**src/rtl/mem_ctrl_pkg.sv**
```systemverilog
// Shared encodings for the load/store sequencer: op codes, FSM states, error
// causes and byte-lane helpers. Timeout abort is enabled with MEM_TIMEOUT_EN.
package mem_ctrl_pkg;

    localparam logic [3:0] OP_LB  = 4'b0000;
    localparam logic [3:0] OP_LH  = 4'b0001;
    localparam logic [3:0] OP_LW  = 4'b0011;
    localparam logic [3:0] OP_LBU = 4'b0100;
    localparam logic [3:0] OP_LHU = 4'b0101;
    localparam logic [3:0] OP_SB  = 4'b1000;
    localparam logic [3:0] OP_SH  = 4'b1001;
    localparam logic [3:0] OP_SW  = 4'b1011;

    // op[1:0] is the access size, op[2] selects zero-extension, op[3] marks a store
    localparam logic [1:0] SZ_BYTE = 2'b00;
    localparam logic [1:0] SZ_HALF = 2'b01;
    localparam logic [1:0] SZ_WORD = 2'b11;

    typedef enum logic [1:0] {
        S_IDLE = 2'd0,
        S_REQ  = 2'd1,
        S_EXT  = 2'd2,
        S_DONE = 2'd3
    } state_t;

    localparam logic [1:0] ERR_NONE     = 2'b00;
    localparam logic [1:0] ERR_MISALIGN = 2'b01;
    localparam logic [1:0] ERR_ILLEGAL  = 2'b10;
    localparam logic [1:0] ERR_TIMEOUT  = 2'b11;

    localparam logic [3:0] BE_BYTE0   = 4'b0001;
    localparam logic [3:0] BE_HALF_LO = 4'b0011;
    localparam logic [3:0] BE_HALF_HI = 4'b1100;
    localparam logic [3:0] BE_WORD    = 4'b1111;

    function automatic logic op_legal(input logic [3:0] op);
        case (op)
            OP_LB, OP_LH, OP_LW, OP_LBU, OP_LHU, OP_SB, OP_SH, OP_SW: return 1'b1;
            default: return 1'b0;
        endcase
    endfunction

    function automatic logic op_misaligned(input logic [1:0] size, input logic [1:0] lane);
        case (size)
            SZ_HALF: return lane[0];
            SZ_WORD: return |lane;
            default: return 1'b0;
        endcase
    endfunction

    function automatic logic [3:0] lane_be(input logic [1:0] size, input logic [1:0] lane);
        case (size)
            SZ_BYTE: return BE_BYTE0 << lane;
            SZ_HALF: return lane[1] ? BE_HALF_HI : BE_HALF_LO;
            default: return BE_WORD;
        endcase
    endfunction

    function automatic logic [31:0] lane_wdata(input logic [1:0] size, input logic [31:0] wdata);
        case (size)
            SZ_BYTE: return {4{wdata[7:0]}};
            SZ_HALF: return {2{wdata[15:0]}};
            default: return wdata;
        endcase
    endfunction

endpackage

```
**src/rtl/load_ext_unit.sv**
```systemverilog
// Combinational lane select and sign/zero extension of a loaded memory word.
// Not affected by MEM_TIMEOUT_EN.
module load_ext_unit
    import mem_ctrl_pkg::*;
(
    input  logic [31:0] i_word,
    input  logic [1:0]  i_lane,
    input  logic [3:0]  i_op,
    output logic [31:0] o_result
);

    logic [7:0]  w_byte;
    logic [15:0] w_half;

    always_comb begin
        w_byte = i_word[7:0];
        case (i_lane)
            2'd1:    w_byte = i_word[15:8];
            2'd2:    w_byte = i_word[23:16];
            2'd3:    w_byte = i_word[31:24];
            default: w_byte = i_word[7:0];
        endcase
        w_half = i_lane[1] ? i_word[31:16] : i_word[15:0];

        o_result = i_word;
        case (i_op)
            OP_LB:   o_result = {{24{w_byte[7]}}, w_byte};
            OP_LBU:  o_result = {24'b0, w_byte};
            OP_LH:   o_result = {{16{w_half[15]}}, w_half};
            OP_LHU:  o_result = {16'b0, w_half};
            default: o_result = i_word;
        endcase
    end

endmodule

```
**src/rtl/mem_access_ctrl.sv**
```systemverilog
// Multi-cycle load/store sequencer between the execute/memory stage and the
// data-memory port. Define MEM_TIMEOUT_EN to abort unacknowledged requests.
module mem_access_ctrl
    import mem_ctrl_pkg::*;
#(
    parameter int TIMEOUT_CYCLES = 16
) (
    input  logic        clk,
    input  logic        rst,
    input  logic        start,
    input  logic [3:0]  op,
    input  logic [31:0] addr,
    input  logic [31:0] wdata,
    output logic        busy,
    output logic        done,
    output logic        err,
    output logic [1:0]  err_cause,
    output logic [31:0] rdata,
    output logic        mem_req,
    output logic        mem_we,
    output logic [31:0] mem_addr,
    output logic [3:0]  mem_be,
    output logic [31:0] mem_wdata,
    input  logic        mem_ack,
    input  logic [31:0] mem_rdata,
    output logic [1:0]  dbg_state
);

    // Memory handshake: mem_req is the valid, mem_ack the ready. Address, lanes,
    // we and write data stay stable while mem_req is high; the transfer happens
    // on the edge where both are high and mem_req drops on that same edge.

    state_t      r_state;
    logic [3:0]  r_op;
    logic [1:0]  r_lane;
    logic [31:0] r_word;
    logic        r_busy;
    logic        r_done;
    logic        r_err;
    logic [1:0]  r_err_cause;
    logic [31:0] r_rdata;
    logic        r_mem_req;
    logic        r_mem_we;
    logic [31:0] r_mem_addr;
    logic [3:0]  r_mem_be;
    logic [31:0] r_mem_wdata;
    logic [31:0] w_ext;

`ifdef MEM_TIMEOUT_EN
    localparam int CNT_W = (TIMEOUT_CYCLES > 1) ? $clog2(TIMEOUT_CYCLES) : 1;
    localparam logic [CNT_W-1:0] CNT_LAST = CNT_W'(TIMEOUT_CYCLES - 1);
    logic [CNT_W-1:0] r_cnt;
`endif

    load_ext_unit u_ext (
        .i_word   (r_word),
        .i_lane   (r_lane),
        .i_op     (r_op),
        .o_result (w_ext)
    );

    always_ff @(posedge clk) begin
        if (rst) begin
            r_state     <= S_IDLE;
            r_op        <= 4'b0;
            r_lane      <= 2'b0;
            r_word      <= 32'b0;
            r_busy      <= 1'b0;
            r_done      <= 1'b0;
            r_err       <= 1'b0;
            r_err_cause <= ERR_NONE;
            r_rdata     <= 32'b0;
            r_mem_req   <= 1'b0;
            r_mem_we    <= 1'b0;
            r_mem_addr  <= 32'b0;
            r_mem_be    <= 4'b0;
            r_mem_wdata <= 32'b0;
`ifdef MEM_TIMEOUT_EN
            r_cnt       <= '0;
`endif
        end else begin
            r_done      <= 1'b0;
            r_err       <= 1'b0;
            r_err_cause <= ERR_NONE;
            case (r_state)
                S_IDLE: begin
                    if (start) begin
                        r_op   <= op;
                        r_lane <= addr[1:0];
                        r_busy <= 1'b1;
                        // Illegal op is reported ahead of misalignment
                        if (!op_legal(op)) begin
                            r_state     <= S_DONE;
                            r_done      <= 1'b1;
                            r_err       <= 1'b1;
                            r_err_cause <= ERR_ILLEGAL;
                        end else if (op_misaligned(op[1:0], addr[1:0])) begin
                            r_state     <= S_DONE;
                            r_done      <= 1'b1;
                            r_err       <= 1'b1;
                            r_err_cause <= ERR_MISALIGN;
                        end else begin
                            r_state     <= S_REQ;
                            r_mem_req   <= 1'b1;
                            r_mem_we    <= op[3];
                            r_mem_addr  <= {addr[31:2], 2'b00};
                            r_mem_be    <= lane_be(op[1:0], addr[1:0]);
                            r_mem_wdata <= lane_wdata(op[1:0], wdata);
`ifdef MEM_TIMEOUT_EN
                            r_cnt       <= '0;
`endif
                        end
                    end
                end
                S_REQ: begin
                    if (mem_ack) begin
                        r_mem_req <= 1'b0;
                        if (r_op[3]) begin
                            r_state <= S_DONE;
                            r_done  <= 1'b1;
                        end else begin
                            r_word  <= mem_rdata;
                            r_state <= S_EXT;
                        end
`ifdef MEM_TIMEOUT_EN
                    end else if (r_cnt == CNT_LAST) begin
                        r_mem_req   <= 1'b0;
                        r_state     <= S_DONE;
                        r_done      <= 1'b1;
                        r_err       <= 1'b1;
                        r_err_cause <= ERR_TIMEOUT;
                    end else begin
                        r_cnt <= r_cnt + 1'b1;
                    end
`else
                    end
`endif
                end
                S_EXT: begin
                    r_rdata <= w_ext;
                    r_done  <= 1'b1;
                    r_state <= S_DONE;
                end
                default: begin
                    r_busy  <= 1'b0;
                    r_state <= S_IDLE;
                end
            endcase
        end
    end

    assign busy      = r_busy;
    assign done      = r_done;
    assign err       = r_err;
    assign err_cause = r_err_cause;
    assign rdata     = r_rdata;
    assign mem_req   = r_mem_req;
    assign mem_we    = r_mem_we;
    assign mem_addr  = r_mem_addr;
    assign mem_be    = r_mem_be;
    assign mem_wdata = r_mem_wdata;
    assign dbg_state = r_state;

endmodule

```
**config.mk**
```make
export PLATFORM = sky130hd
export DESIGN_NAME = mem_access_ctrl
export DESIGN_NICKNAME = d
export VERILOG_FILES = /design/src/rtl/mem_ctrl_pkg.sv /design/src/rtl/load_ext_unit.sv /design/src/rtl/mem_access_ctrl.sv
export SDC_FILE = /design/constraint.sdc
export NUM_CORES = 1
export LEC_CHECK = 0
export CORE_ASPECT_RATIO = 1.25
export CORE_MARGIN = 5
export CORE_UTILIZATION = 44
export CTS_CLUSTER_SIZE = 8
export DETAILED_ROUTE_END_ITERATION = 16
export PLACE_DENSITY = 0.78
export SLEW_MARGIN = 20
export SYNTH_ARGS = -nofsm -noshare
export SYNTH_HDL_FRONTEND = slang
export SYNTH_SLANG_ARGS = --single-unit
export TNS_END_PERCENT = 50
```
**constraint.sdc**
```tcl
create_clock -name clk -period 2.5 [get_ports clk]
set_input_delay 0.25 -clock clk [delete_from_list [all_inputs] [get_ports clk]]
set_output_delay 0.25 -clock clk [all_outputs]
set_load 0.01 [all_outputs]
```
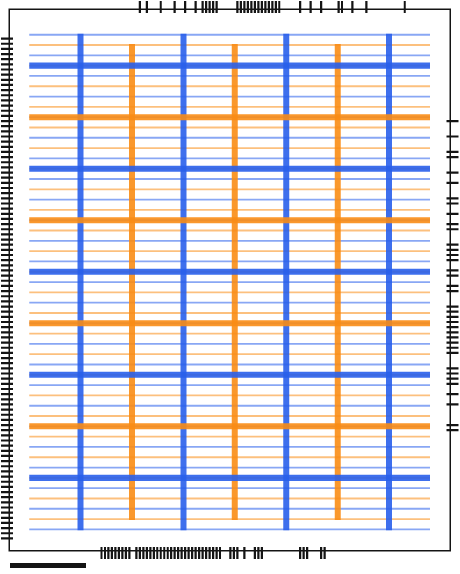
**Above:** run 1 (PDN straps and rails).
The bar under the picture is 20 um long. Pins as bars on the die edge.
legend:
  blue:
    net: VSS
  orange:
    net: VDD
rows: 48
met5 straps: 9
signal pins: 213
met4 straps: 7

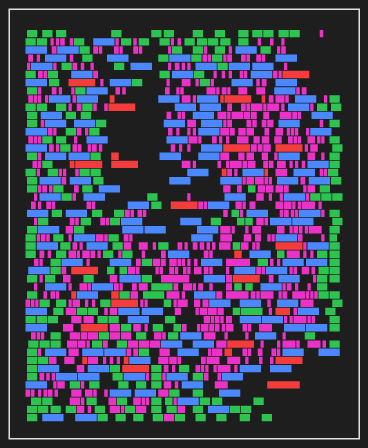
**Above:** run 1 (placed cells, one colour a class).
legend:
  red:
    class: clock drivers and dummy loads
    cells: 32
    share_of_their_area: 6.2%
  magenta:
    class: remaining logic cells
    cells: 553
    share_of_their_area: 35%
  blue:
    class: registers
    cells: 145
    share_of_their_area: 33%
  green:
    class: remaining buffers and delay cells
    cells: 227
    share_of_their_area: 26%

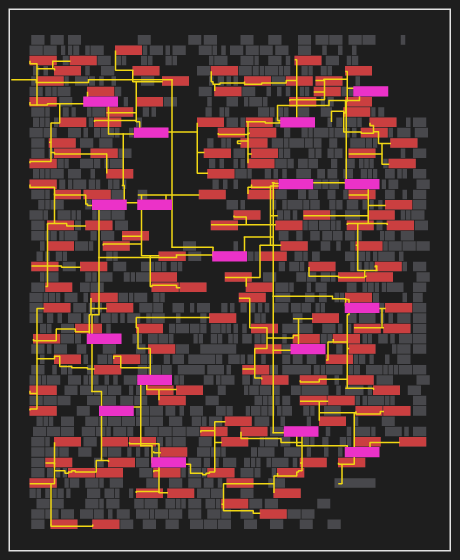
**Above:** run 1 (clock distribution).
legend:
  magenta:
    item: clock-net drivers
    count: 17
  red:
    item: flip-flops
    count: 145
  yellow:
    item: clock wires
    length: 1,780 um
routed clock nets: 18
flops lie: all over the die

-- run 1: layout make-up --
type | instances | share of cell area
Timing Repair Buffer | 227 | 0.253
Multi-Input combinational cell | 531 | 0.328
Sequential cell | 145 | 0.325
Tap cell | 175 | 0.0245
Clock inverter | 11 | 0.0101
Clock buffer | 21 | 0.0504
Inverter | 22 | 0.00923
-- run 1: metal layers --
| layer | wire length, um | up-vias | global-route usage |
|---|---|---|---|
| li1 | - | 2957 | - |
| met1 | 7110 | 2696 | 0.242 |
| met2 | 9000 | 245 | 0.382 |
| met3 | 2050 | 34 | 0.103 |
| met4 | 471 | 0 | 0.0831 |
| met5 | 0 | - | 0 |
-- run 1: through the flow --
step / hold slack [ps] / total power, mW / setup slack, ps / std cells / area (sq um)
after floorplan: 386 / 4.44 / 655 / 760 / 6190
after detailed placement: 447 / 5.62 / 343 / 1100 / 8400
after global placement: 441 / 5.59 / 387 / 1100 / 8400
final: 200 / 7.92 / 428 / 1132 / 8940
after CTS: 182 / 7.98 / 420 / 1132 / 8940
after global routing: 205 / 8.38 / 258 / 1132 / 8940
-- run 1: logic make-up (layout without fill, tap and decap cells) --
logic type,after synthesis,in the layout,share of synthesized area
simple gates,306,306,0.203
fa+ha+maj,4,4,0.00810
other cells,1,2,0.000607
compound gates,182,182,0.195
buf+inv,84,281,0.0597
flops,145,145,0.470
mux,37,37,0.0638
-- run 1: power groups by stage --
stage	Sequential, mW	Clock (mW)	Combinational (mW)
6_report	2.97	2.34	2.61
3_5_place_dp	3.02	0	2.61
5_1_grt	3.02	2.49	2.88
3_3_place_gp	3.01	0	2.58
4_1_cts	2.97	2.38	2.63
2_1_floorplan	3.10	0	1.35
-- run 1: registers in the layout, summed over array words and instances, names as in the netlist --
| register | cells |
|---|---|
| mem_wdata | 32 |
| r_word | 32 |
| rdata | 32 |
| mem_addr | 30 |
| mem_be | 4 |
| r_op | 4 |
| dbg_state | 2 |
| err_cause | 2 |
| r_lane | 2 |
| busy | 1 |
| done | 1 |
| err | 1 |
| mem_req | 1 |
| mem_we | 1 |
-- run 1: cell usage in the layout (no fill, tap or decap), types with 4 or more instances in the layout --
cell,instances
nor3_1,13
nand2_1,203
buf_4,15
inv_1,21
a211oi_2,10
mux2_2,9
clkinvlp_4,4
clkbuf_16,17
dfxtp_1,145
or3_1,8
nand3b_1,8
a211oi_1,27
nor2_1,59
clkinv_2,6
o211ai_1,15
mux2i_1,27
ha_1,4
a2111oi_0,14
a21oi_1,97
clkdlybuf4s50_1,209
-- run 1: path summary, 6_finish.rpt --
kind                                    from        end  slack [ps]
worst max register to register  dbg_state[0]  mem_be[3]         430
worst min-delay path                     rst  rdata[22]         200
worst max-delay path            dbg_state[0]  mem_be[3]         430
worst min register to register     r_word[5]  r_word[5]         450
-- run 1: worst max-delay path, cell delays in order (launching register included) --
cell and delay (ps):
dfxtp_1 350, inv_1 90, ha_1 310, and2_1 360, o2111a_2 320, buf_12 230, nor2_1 60, a311oi_1 230
==> results.ini, run 1 <==
[run_status]
status = completed

[power_and_ir_drop]
combPwrFrac = 0.329
power_density_nw_per_um2 = 885
seq_power_share = 0.375
p_sw_frac = 0.326
vdd_ir_drop_max_uv = 551
internal_power_mw = 5.34

[clock_network]
clk_pin_slew_ps = 60
cts.path.max_buffers = 2
cts_resized = 0
cts.sinks = 145
cts_tree = yes
cts.hold.buffers_added = 0
cts_setup_buffers = 0
clk_latency_ps = 420
cts_buffers = 17
cts-root-buf = clkbuf_16

[yosys]
ys_area_sq_um = 6180
most_common_cell = nand2_1
synthesis.area_sq_um = 6180
area_leaders = dfxtp_1 47%, nand2_1 12%, a21oi_1 7.9%, mux2i_1 4.4%, nor2_1 3.6%
synth-edff-count = 0
synth_top_area_share = 0.470
avgSynthCellArea_sq_um = 8.15
async_flop_share = 0
ys.flops = 145
ys_cells = 759
top_cells_by_count = 203 x nand2_1, 145 x dfxtp_1, 97 x a21oi_1, 60 x nor2_1, 34 x clkbuf_1
ys_seq_frac = 0.470
top_area_cell = dfxtp_1
synthFlopType = dfxtp_1
synth_cell_types = 47

[timing]
fin_setup_tns_ps = 0
finalMaxSlewViolations = 0
finalClockPeriodUsage = 0.829
hold_violations = 0
tightestPinTransition_ps = 652
finClkSkew_ps = 6.10
setup_violations = 0
timing.fmax_ghz = 0.483
rsz0062_at_grt = false
slew_headroom = 0.565

[setup_path]
critPathLaunchType = register
worstSetupPathType = register to register
worstPathMaxFanout = 47
crit_required_ps = 2830
reg2regPathDepth = 7
cp-end-kind = register

[placed_design]
numPortBuffers = 210
place.gp.congestion = 0.907
dp_hpwl_um = 13400

[grt]
grt_pass1_vias = 5652
grt_pass1_wl_um = 28900
globalRoute.totalOverflow = 0
track_usage = 0.224
grt_start_max_net_pins = 127
antenna_found_initial = 0

[floorplan]
coreArea_sq_um = 13800
die_w_um = 116
ios = 213
fp_util = 0.448
die-area_sq_um = 16500
rows = 48
die-height_um = 143

[min_path]
hold_path.class = primary input to register
min_path_cells = 2

[layout]
syn2layout_area_growth_pct = 44.7
ff_latch_area_sq_um = 2900
antenna_cells = 0
logic_area_sq_um = 2940
final_util = 0.648
final_nets = 1052

[routing]
routed_wl_um = 18600
initialDrtViolationCount = 373
antenna_left = 0
vias_per_cell = 5.24
wl_per_cell_um = 16.5
vias = 5932
drtPass1Iterations = 5
drc = 0

[run]
drv_cap = 0
warning_count = 31

**Run 1: routing congestion**

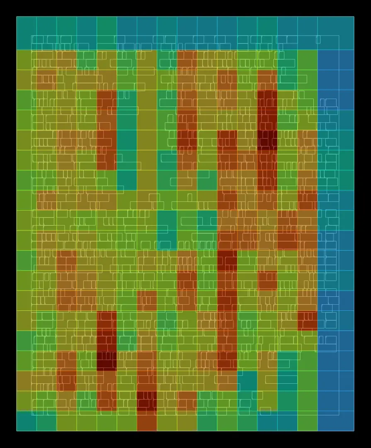

--- run 2 (diff from run 1) ---
==> constraint.sdc (replaced) <==
create_clock -name clk -period 2 [get_ports clk]
set_input_delay 0.2 -clock clk [delete_from_list [all_inputs] [get_ports clk]]
set_output_delay 0.2 -clock clk [all_outputs]
set_load 0.01 [all_outputs]
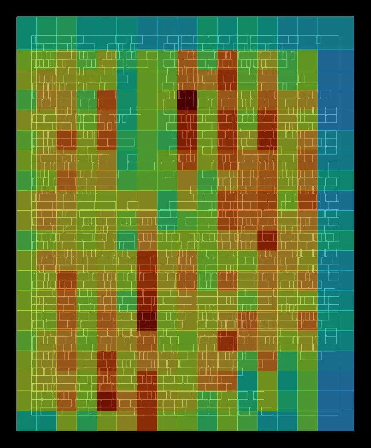
**Above:** run 2 (routing congestion).
fin util: 0.662
gr usage total: 0.236
GRT met1 Usage: 0.260
met2 GRT Util: 0.394
DR WL/cell: 16.7 um

==> run 2 against run 1 <==
Against the previous run:
- die area is the same
- synthesized cell count is the same
- global-route usage grew 1.1 points
- first-iteration DRC count shrank 15%
- worst hold slack lost 20 ps
- count of clock-buffer cells in the layout shrank 4
- worst setup slack lost 210 ps
- critical path type unchanged
- critical endpoint is now rdata[15]
==> results.ini, run 2 <==
[yosys]
top_area_cell = dfxtp_1
synthFlopType = dfxtp_1
synth_cell_types = 47
ys.flops = 145
synth-edff-count = 0
most_common_cell = nand2_1
ys_cells = 759
ys_area_sq_um = 6180
avgSynthCellArea_sq_um = 8.15
synthesis.area_sq_um = 6180
async_flop_share = 0
synth_top_area_share = 0.470
ys_seq_frac = 0.470
area_leaders = dfxtp_1 47%, nand2_1 12%, a21oi_1 7.9%, mux2i_1 4.4%, nor2_1 3.6%

[timing]
timing.fmax_ghz = 0.561
hold_violations = 0
setup_violations = 0
rsz0062_at_grt = false
fin_setup_tns_ps = 0
slew_headroom = 0.621
finClkSkew_ps = 11.1
tightestPinTransition_ps = 568
finalMaxSlewViolations = 0

[run]
drv_cap = 0

[layout]
stdcell_count = 1148
layout_top_cell = clkdlybuf4s50_1
logic_area_sq_um = 2940
final_nets = 1069
ff_latch_area_sq_um = 2900
lay_top_cells = 209 x clkdlybuf4s50_1, 203 x nand2_1, 144 x dfxtp_1
syn2layout_area_growth_pct = 47.8

[routing]
antenna_left = 0
vias_per_cell = 5.24
vias = 6021
routed_wl_um = 19200
initialDrtViolationCount = 318
drtPass1Iterations = 5
drc = 0

[clock_network]
cts.path.max_buffers = 2
clk_latency_ps = 410
cts-root-buf = clkbuf_16
cts.sinks = 145
clk_pin_slew_ps = 60
cts_buffers = 17
cts_tree = yes
cts.hold.buffers_added = 0

[floorplan]
die_w_um = 116
ios = 213
fp_util = 0.448
die-area_sq_um = 16500
coreArea_sq_um = 13800
die-height_um = 143
rows = 48

[placed_design]
place.gp.congestion = 0.874
numPortBuffers = 210
dp_hpwl_um = 14100

[grt]
globalRoute.totalOverflow = 0
antenna_found_initial = 2
grt_pass1_vias = 5942
grt_pass1_wl_um = 30600
grt_start_max_net_pins = 67

[setup_path]
cp-end-kind = register
path_cells = inv_1 -> ha_1 -> clkinv_1 -> or3_1 -> o21ai_0 -> a211oi_1
crit_required_ps = 2290
worstPathMaxFanout = 10
worstSetupPathType = register to register
cp_slowest_cell = or3_1
critPathLaunchType = register
crit_path_max_incr_delay_ps = 450

[power_and_ir_drop]
power_density_nw_per_um2 = 1120
vdd_ir_drop_max_uv = 625

[run_status]
status = completed

[min_path]
hold_path.class = primary input to register

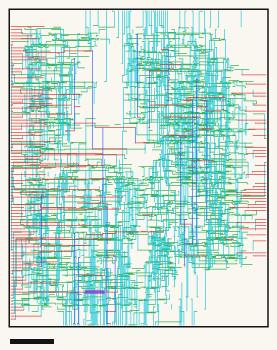
**Above:** run 2 (signal wires by layer).
The bar under the picture is 20 um long.
legend:
  purple:
    layer: M5
    wire_length: 7.40 um
  green:
    layer: M1
    wire_length: 7,150 um
  cyan:
    layer: M2
    wire_length: 9,460 um
  blue:
    layer: M4
    wire_length: 643 um
  red:
    layer: M3
    wire_length: 1,960 um

-- run 2: cell counts after synthesis --
No cell type changed its count.
-- run 2: cell type report --
cell class              count  area share
inverters                  22     0.00903
clock inverters            13      0.0177
clock buffers              17      0.0465
flip-flops and latches    145       0.318
repair buffers            244       0.263
diodes                      1    0.000274
well taps                 175      0.0240
multi-input cells         531       0.322
-- run 2: worst paths after layout --
check	startpoint	end	slack, ps	cells after the start
setup / recovery	dbg_state[0]	rdata[15]	220	6
hold / removal	rst	r_word[7]	180	2
setup reg to reg	dbg_state[0]	rdata[15]	220	6
hold reg to reg	mem_wdata[24]	mem_wdata[24]	450	2
-- run 2: report_power, final --
group          leakage, nW  internal (mW)  switching (mW)
Sequential            1.18           3.38           0.344
Combinational         1.73           1.65            1.71
Clock                0.289           1.95            1.24
-- run 2: cells by family after synthesis --
group / share of synthesized area
flip-flops: 0.470
adder cells (fa/ha/maj): 0.00810
other: 0.000607
buffers and inverters: 0.0597
AND/OR/NAND/NOR: 0.203
AND-OR/OR-AND: 0.195
multiplexers: 0.0638
-- run 2: worst max-delay path, delay by kind of cell, from the launching register on --
kind / cells / cell delay [ps]
flops: 1 / 350
fa+ha+maj: 1 / 280
simple gates: 1 / 450
compound gates: 2 / 140
buf+inv: 2 / 430
-- run 2: routing by layer --
metal	global-route usage	wire, um	part of all wire
met5	0	7	0.00036
met4	0.0977	643	0.033
met3	0.103	1960	0.10
met2	0.394	9460	0.49
met1	0.260	7150	0.37
-- run 2: per-stage QoR --
stage                     hold slack [ps]  worst slack, ps   util  power [mW]  instance area (sq um)
after floorplan                       336              155      -        5.56                   6190
after global placement                441              145  0.619        7.09                   8540
after detailed placement              446             64.4  0.619        7.14                   8540
after CTS                             171              115  0.661        10.4                   9130
after global routing                  179             67.0  0.662        10.9                   9140
final                                 179              217  0.662        10.3                   9140
-- run 2: timing repair --
| item | CTS | global route |
|---|---|---|
| buffers inserted | 0 | 0 |
| setup endpoints to repair | 0 | 4 |
| resized | 0 | 3 |
**Run 2: clock distribution**

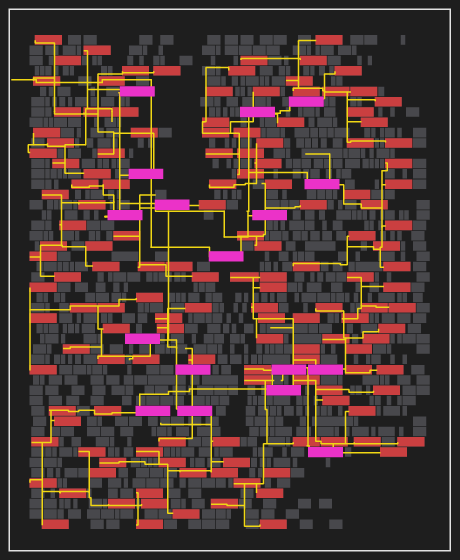

--- run 3 (diff from run 2) ---
--- a/config.mk
+++ b/config.mk
@@ -11,6 +11,7 @@
 export CTS_CLUSTER_SIZE = 8
 export DETAILED_ROUTE_END_ITERATION = 16
 export PLACE_DENSITY = 0.78
+export REMOVE_ABC_BUFFERS = 1
 export SLEW_MARGIN = 20
 export SYNTH_ARGS = -nofsm -noshare
 export SYNTH_HDL_FRONTEND = slang
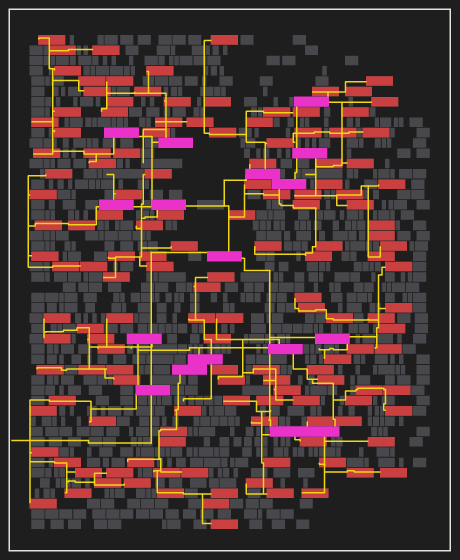
**Above:** run 3 (clock distribution).
Clk pwr share: 0.310
clk_skew: 6.62 ps
Late-Pin Clk Latency: 400 ps

==> run 3 against run 2 <==
Against the previous run:
- total power is 0.39% higher
- largest power group unchanged
- sequential share of layout area is 0.062 points lower
- via count is 0.60% higher
- register-to-register slack worse by 60 ps
- largest cell class unchanged
- core utilization is 0.10 points higher
- count of clock-buffer cells in the layout is 1 higher
==> results.ini, run 3 <==
[yosys]
ys_cells = 759
top_cells_by_count = 203 x nand2_1, 145 x dfxtp_1, 97 x a21oi_1, 60 x nor2_1, 34 x clkbuf_1
synthesis.area_sq_um = 6180
top_area_cell = dfxtp_1
ys.flops = 145
synth-edff-count = 0
synth_top_area_share = 0.470
ys_seq_frac = 0.470

[timing]
worst_slack_ps = 158
hold_ws_ps = 238
hold_violations = 0
rsz0062_at_grt = false
tightestPinTransition_ps = 635
finalClockPeriodUsage = 0.921

[grt]
grtUsageMet1 = 0.252
grt_start_max_net_pins = 108
use_met3 = 0.118
globalRoute.totalOverflow = 0
met2_usage = 0.374
track_usage = 0.225

[clock_network]
cts_tree = yes
cts.hold.buffers_added = 0
cts_resized = 0
cts.path.max_buffers = 2
clk_pin_slew_ps = 60
cts-root-buf = clkbuf_16
cts_setup_buffers = 0

[layout]
lay_top_cells = 209 x clkdlybuf4s50_1, 203 x nand2_1, 145 x dfxtp_1
final_nets = 1068
layout_top_cell = clkdlybuf4s50_1

[routing]
vias_per_cell = 5.28
drtPass1Iterations = 5
routed_wl_um = 18900
vias = 6057

[power_and_ir_drop]
p_sw_frac = 0.318
internal_power_mw = 7.04
vdd_ir_drop_max_uv = 518

[setup_path]
critPathLaunchType = register
crit_path_max_incr_delay_ps = 510
r2r-end = rdata[0]
reg2regPathDepth = 5
cp_slowest_cell = nor2_1
crit_required_ps = 2260
worstReg2RegStart = dbg_state[0]
cp_top_family = simple AND/OR/NAND/NOR gates

[floorplan]
ios = 213
die_w_um = 116
coreArea_sq_um = 13800
die-height_um = 143

[placed_design]
place_inst = 1116
dp_hpwl_um = 13600

[run]
drv_cap = 0
warning_count = 30

[run_status]
status = completed

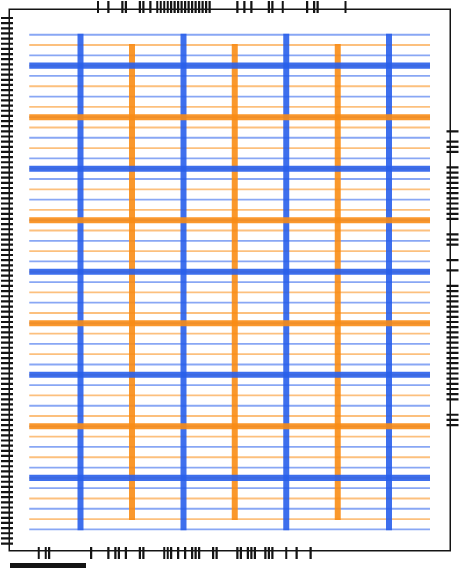
**Above:** run 3 (PDN straps and rails).
The bar under the picture is 20 um long. Pins as bars on the die edge.
legend:
  blue:
    net: VSS
  orange:
    net: VDD
rows: 48
met1 rails: 49
met5 straps: 9
signal pins: 213

-- run 3: metrics by stage --
stage / TNS [ps] / utilization / instance area (sq um) / power [mW]
after detailed placement: 0 / 0.619 / 8550 / 7.17
after CTS: 0 / 0.663 / 9150 / 10.4
after global routing: 0 / 0.663 / 9150 / 10.9
final: 0 / 0.663 / 9150 / 10.3
after floorplan: -61570 / - / 5900 / 5.39
after global placement: 0 / 0.619 / 8550 / 7.12
-- run 3: kinds of logic after synthesis --
group | Yosys count | share of synthesized area
muxes | 37 | 0.0638
other | 1 | 0.000607
buffers and inverters | 84 | 0.0597
adders and majority gates | 4 | 0.00810
and+or+nand+nor | 306 | 0.203
AOI/OAI and AO/OA | 182 | 0.195
DFF | 145 | 0.470
-- run 3: worst reg2reg max path: cells and delay by family, from the launching register on --
kind	cells	cell delay, ps
buffers and inverters	2	400
and+or+nand+nor	1	510
DFF	1	350
AOI/OAI and AO/OA	1	210
adders and majority gates	1	230
-- run 3: worst min-delay path by stage --
stage                     slack, ps            end
after floorplan                 260      rdata[20]
after global placement          440   mem_addr[17]
after detailed placement        450  mem_wdata[28]
after CTS                       220      r_lane[0]
after global routing            260     r_word[12]
final                           240        r_op[0]
-- run 3: power groups by stage --
| stage | clock network, mW | logic [mW] | registers (mW) |
|---|---|---|---|
| after floorplan | 0 | 1.48 | 3.90 |
| after global placement | 0 | 3.37 | 3.75 |
| after detailed placement | 0 | 3.41 | 3.76 |
| after CTS | 3.25 | 3.44 | 3.70 |
| after global routing | 3.38 | 3.73 | 3.76 |
| final | 3.19 | 3.42 | 3.70 |
-- run 3: area by class of cell --
type | instances | area [sq um] | share of cell area
multi-input cells | 531 | 2940 | 0.321
repair buffers | 243 | 2410 | 0.263
clock inverters | 14 | 163 | 0.0178
clock buffers | 18 | 439 | 0.0480
well taps | 175 | 219 | 0.0239
flip-flops and latches | 145 | 2900 | 0.317
inverters | 22 | 82.6 | 0.00902
-- run 3: metal layers --
metal  wire (um)  share of wire
met4         233          0.012
met1        7240           0.38
met5           0              0
met2        9060           0.48
met3        2390           0.13
Power is estimated from default activity; no workload was simulated.
